Routed clock nets over the placement:
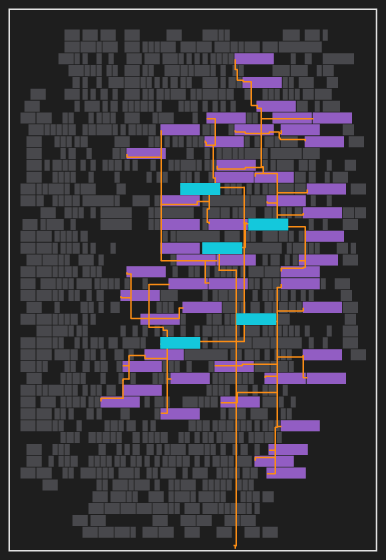
I/O nets highlighted:
The bar under the picture is 20 um long.
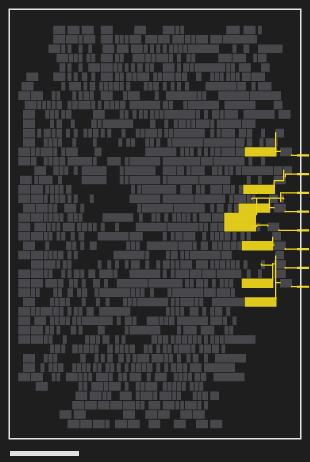
`src/rtl/mux_tree_pipe_pkg.sv`:
```
// mux_tree_pipe_pkg: radix constants and tree-sizing helpers shared by the mux tree
package mux_tree_pipe_pkg;
  localparam int MUX_RADIX = 4;
  localparam int RADIX_BITS = 2;
  function automatic int log4(input int n);
    int r;
    r = 0;
    for (int v = n; v > 1; v = v / MUX_RADIX) r++;
    return r;
  endfunction
  function automatic bit is_pow4(input int n);
    return n >= MUX_RADIX && (1 << (RADIX_BITS * log4(n))) == n;
  endfunction
endpackage

```
`src/rtl/mux4_stage.sv`:
```
// mux4_stage: one registered radix-4 level of the select tree with valid/advance control
module mux4_stage
  import mux_tree_pipe_pkg::*;
#(
  parameter int DATA_W = 8,
  parameter int GROUPS = 4,
  parameter int SEL_W = 4,
  parameter int LVL = 0
) (
  input  logic                             clk,
  input  logic                             rst_n,
  input  logic [GROUPS*MUX_RADIX*DATA_W-1:0] in_data,
  input  logic [SEL_W-1:0]                 in_sel,
  input  logic                             in_valid,
  input  logic                             adv_next,
  output logic                             adv,
  output logic [GROUPS*DATA_W-1:0]         out_data,
  output logic [SEL_W-1:0]                 out_sel,
  output logic                             out_valid
);
  logic [RADIX_BITS-1:0] pick;
  logic [GROUPS*DATA_W-1:0] nxt;
  assign pick = in_sel[RADIX_BITS*LVL +: RADIX_BITS];
  assign adv = !out_valid || adv_next;
  for (genvar g = 0; g < GROUPS; g++) begin : g_grp
    assign nxt[g*DATA_W +: DATA_W] = in_data[(g*MUX_RADIX + int'(pick))*DATA_W +: DATA_W];
  end
  // load on advance; data and select only capture real items to avoid needless toggling
  always_ff @(posedge clk or negedge rst_n)
    if (!rst_n) begin
      out_valid <= 1'b0;
      out_data <= '0;
      out_sel <= '0;
    end else if (adv) begin
      out_valid <= in_valid;
      if (in_valid) begin
        out_data <= nxt;
        out_sel <= in_sel;
      end
    end
endmodule

```
`src/rtl/mux_tree_pipe.sv`:
```
// mux_tree_pipe: pipelined N:1 radix-4 mux tree with valid/ready backpressure
module mux_tree_pipe
  import mux_tree_pipe_pkg::*;
#(
  parameter int DATA_W = 8,
  parameter int NUM_IN = 16,
  localparam int LEVELS = log4(NUM_IN),
  localparam int SEL_W = RADIX_BITS * LEVELS
) (
  input  logic                     clk,
  input  logic                     rst_n,
  input  logic [NUM_IN*DATA_W-1:0] in_data,
  input  logic [SEL_W-1:0]         in_sel,
  input  logic                     in_valid,
  output logic                     in_ready,
  output logic [DATA_W-1:0]        out_data,
  output logic [SEL_W-1:0]         out_sel,
  output logic                     out_valid,
  input  logic                     out_ready
);
  logic [LEVELS:0] adv;
  logic [LEVELS:0] vld;
  logic [LEVELS:0][SEL_W-1:0] sel;
  if (!is_pow4(NUM_IN)) begin : g_bad_num_in
    $error("mux_tree_pipe: NUM_IN=%0d is not a power of 4", NUM_IN);
  end
  assign adv[LEVELS] = out_ready;
  assign in_ready = adv[0];
  assign vld[0] = in_valid;
  assign sel[0] = in_sel;
  for (genvar k = 0; k < LEVELS; k++) begin : g_lvl
    localparam int GROUPS = NUM_IN >> (RADIX_BITS * (k + 1));
    logic [GROUPS*MUX_RADIX*DATA_W-1:0] d;
    logic [GROUPS*DATA_W-1:0] q;
    if (k == 0) begin : g_src
      assign d = in_data;
    end else begin : g_src
      assign d = g_lvl[k-1].q;
    end
    mux4_stage #(
      .DATA_W(DATA_W),
      .GROUPS(GROUPS),
      .SEL_W(SEL_W),
      .LVL(k)
    ) u_stage (
      .clk(clk),
      .rst_n(rst_n),
      .in_data(d),
      .in_sel(sel[k]),
      .in_valid(vld[k]),
      .adv_next(adv[k+1]),
      .adv(adv[k]),
      .out_data(q),
      .out_sel(sel[k+1]),
      .out_valid(vld[k+1])
    );
  end
  assign out_data = g_lvl[LEVELS-1].q;
  assign out_sel = sel[LEVELS];
  assign out_valid = vld[LEVELS];
endmodule
```
`config.mk`:
```
export PLATFORM = sky130hd
export DESIGN_NAME = mux_tree_pipe
export DESIGN_NICKNAME = d
export VERILOG_FILES = /design/src/rtl/mux_tree_pipe_pkg.sv /design/src/rtl/mux4_stage.sv /design/src/rtl/mux_tree_pipe.sv
export SDC_FILE = /design/constraint.sdc
export NUM_CORES = 1
export LEC_CHECK = 0
export ABC_AREA = 1
export CORE_ASPECT_RATIO = 1.5
export CORE_MARGIN = 2
export CORE_UTILIZATION = 40
export DETAILED_ROUTE_END_ITERATION = 10
export PLACE_DENSITY = 0.75
export RECOVER_POWER = 100
export SKIP_LAST_GASP = 1
export SYNTH_ARGS = -nofsm -noshare
export SYNTH_HDL_FRONTEND = slang
export SYNTH_SLANG_ARGS = --single-unit
```
`constraint.sdc`:
```
create_clock -name clk -period 1 [get_ports clk]
set_input_delay 0.1 -clock clk [delete_from_list [all_inputs] [get_ports clk]]
set_output_delay 0.1 -clock clk [all_outputs]
set_load 0.005 [all_outputs]
```
==> run notes <==
run results: outcome complete, but fails checks, failing checks negative setup slack, Mapped Area 3850 sq um, drt wl/cell 12.4 um, CTS tree done, fin crit period 1.17 ns, ys cells 674, Iter 0 DRT Violations 274, top cells by area nand2_1, dfrtp_1, inv_1, Post-Route WL 11.7 mm, gr usage total 21.2%, endpoints failing hold 0, clk root buf clkbuf_16, largest net degree at the start of global routing 64, Max Buffers Root-to-Sink 2, Synth Flop Type dfrtp_1, Synth Register Bits 50, Seq/Total Area, Yosys 32.5%, YS warnings 0, first-pass GRT wire length 18.5 mm, worst hold path cell count 6, fin cells 943, Slew Limit Headroom 58.3%, drt pass-1 iters 5, RD Place Congestion 0.813, FP Rows 43, Log Warnings 29, Post-Syn Instances 674, worst-path fanout max 8, FP Util 41.3%, Worst EP required 1.17 ns, Max Slew Vio Count 0, # diodes 0, final number of setup-violating endpoints 51, LEAKAGE 0.00354 uW, Reg clk slew, reported paths 0.07 ns, RSZ-0062 raised after global routing yes, startpoint types flip-flop, H-tree Lvls 2, CP startpoint g_lvl[1].u_stage.out_valid, remaining antenna violation count 0, chip area 10400 sq um, CTS Buf Count 5, clk sinks 50, count of max-cap constraint violations 0, Syn Area/Cell 5.71 sq um, worst min path class in2reg, Max VDD drop 1.16 mV, crit path kind reg2reg, crit end category flip-flop, Post-synth top cells nand2_1, inv_1, nand3_1, Synth area leader nand2_1, Area Growth Syn to Fin 57.1%, die y size 124 um, Pwr Total 7820 uW, Synth async-reset ratio 100%, reg2reg path depth 7, yosys stat area 3850 sq um, Final HPWL DP 8.21 mm, Yosys top cell area share 32.8%, end point of the worst hold path g_lvl[0].u_stage.out_data[16], core area 9310 sq um, DR vias 4402, Hold Crit Start in_sel[0], width of the chip 84.1 um, Vias/cell 4.67, Worst Path Arrival 1.35 ns, placed cells 916, grt total ovfl 0, most frequent cell after synthesis nand2_1, Yosys cell types 13, fmax 853 MHz, vias in the first global route 4337, Syn Nets 810, worst slack, placed -0.404 ns, reg2reg end g_lvl[0].u_stage.out_data[25], flop2flop setup slack -0.17 ns, final worst setup slack -0.173 ns, share of post-route cells with drive strength above 1 12.3%, Post-synth EDFFs 0, reg2reg start g_lvl[1].u_stage.out_valid, Power Density 1290 nW/um^2, nets 966, Worst-Margin Slew 0.625 ns, initial antenna violation count 0, Tcrit/Tclk final 117%, drt drc 0
About 'routed clock nets over the placement':
legend:
  clock wires:
    color: orange
    length: 599 um
  clock drivers:
    color: cyan
    count: 5
  flip-flops:
    color: purple
    count: 50
routed clock nets: 6
Clock power frac: 24.8%
clk_lat worst skew: 0.29 ns
P_clk: 1930 uW
Setup Skew: 0.00637 ns

About 'I/O nets highlighted':
legend:
  `out_data`:
    color: yellow
    bits: 8
    direction: output
    end_cells: 8
    buffers: 8
    wire: 98.6 um
PortBufs: 149
I/O pin count: 150

## sequential cells by signal, summed over array words and instances, names as in the netlist
register                 cells
g_lvl.u_stage.out_data      40
g_lvl.u_stage.out_sel        8
g_lvl.u_stage.out_valid      2
## routing by layer
metal / track usage [%] / wire, um / up-vias
met3: 2.12 / 540 / 20
li1: - / - / 2230
met1: 25.0 / 4560 / 2005
met2: 40.2 / 6350 / 147
met4: 6.45 / 249 / 0
met5: 0 / 0 / -
## cell families after synthesis
logic type,Yosys count,share of synthesized area (%)
compound gates,6,0.781
buf+inv,200,23.1
flops,50,32.5
simple gates,418,43.6
## worst max-delay path by stage
stage / endpoint / slack [ns]
final: g_lvl[0].u_stage.out_data[25] / -0.17
after global placement: g_lvl[0].u_stage.out_data[21] / -0.37
after floorplan: g_lvl[0].u_stage.out_data[0] / -0.01
after CTS: g_lvl[0].u_stage.out_data[19] / -0.14
after global routing: g_lvl[0].u_stage.out_data[25] / -0.22
after detailed placement: g_lvl[0].u_stage.out_data[2] / -0.40
## placed cells by master, fill, tap and decap left out, types with 3 or more instances in the layout
cell / instances
clkbuf_1: 3
o21ai_1: 3
nand3_2: 13
clkbuf_16: 7
buf_16: 3
buf_4: 14
dfrtp_1: 49
clkdlybuf4s50_1: 133
nand2_2: 22
buf_12: 5
buf_6: 7
clkdlybuf4s15_1: 9
nand2_1: 299
o21ai_0: 3
nand2_4: 15
inv_1: 161
inv_4: 3
nand3_1: 68
## through the flow
| stage | area (sq um) | util [%] | setup TNS, ns | hold slack (ns) |
|---|---|---|---|---|
| CTS | 5800 | 62.4 | -5.82 | 0.318 |
| finish | 6040 | 64.9 | -6.38 | 0.335 |
| floorplan | 3880 | - | -0.363 | -0.196 |
| detailed placement | 5410 | 58.1 | -15.90 | 0.112 |
| global placement | 5410 | 58.1 | -14.54 | 0.111 |
| global route | 6040 | 64.9 | -9.45 | 0.349 |
## area by class of cell
| type | count | area (sq um) |
|---|---|---|
| sequential | 50 | 1250 |
| clock inverter | 3 | 45.0 |
| fill | 803 | 3260 |
| timing repair inverter | 2 | 11.3 |
| inverter | 167 | 646 |
| tap | 112 | 140 |
| clock buffer | 5 | 125 |
| multi-input combinational | 424 | 1950 |
| timing repair buffer | 180 | 1870 |
## what timing repair did
item,in CTS,in global routing
gates resized,64,57
pin swaps,24,30
endpoints found under the setup margin,61,56
hold endpoints to repair,50,0
hold buffers,1,0
gates cloned,2,4
buffers inserted,9,3
## where the power goes
| part | internal [uW] | switching [uW] |
|---|---|---|
| combinational | 1620 | 1520 |
| sequential | 2450 | 276 |
| clock | 1180 | 755 |
| total | 5260 | 2560 |
## worst max-delay path, stage by stage (launching register included)
cell       delay [ns]
dfrtp_1          0.37
nand3_2          0.11
buf_6            0.14
nand2_8          0.08
inv_8            0.06
clkbuf_16        0.16
nand2_1          0.06
nand2_1          0.06
Power and IR drop assume default switching activity.
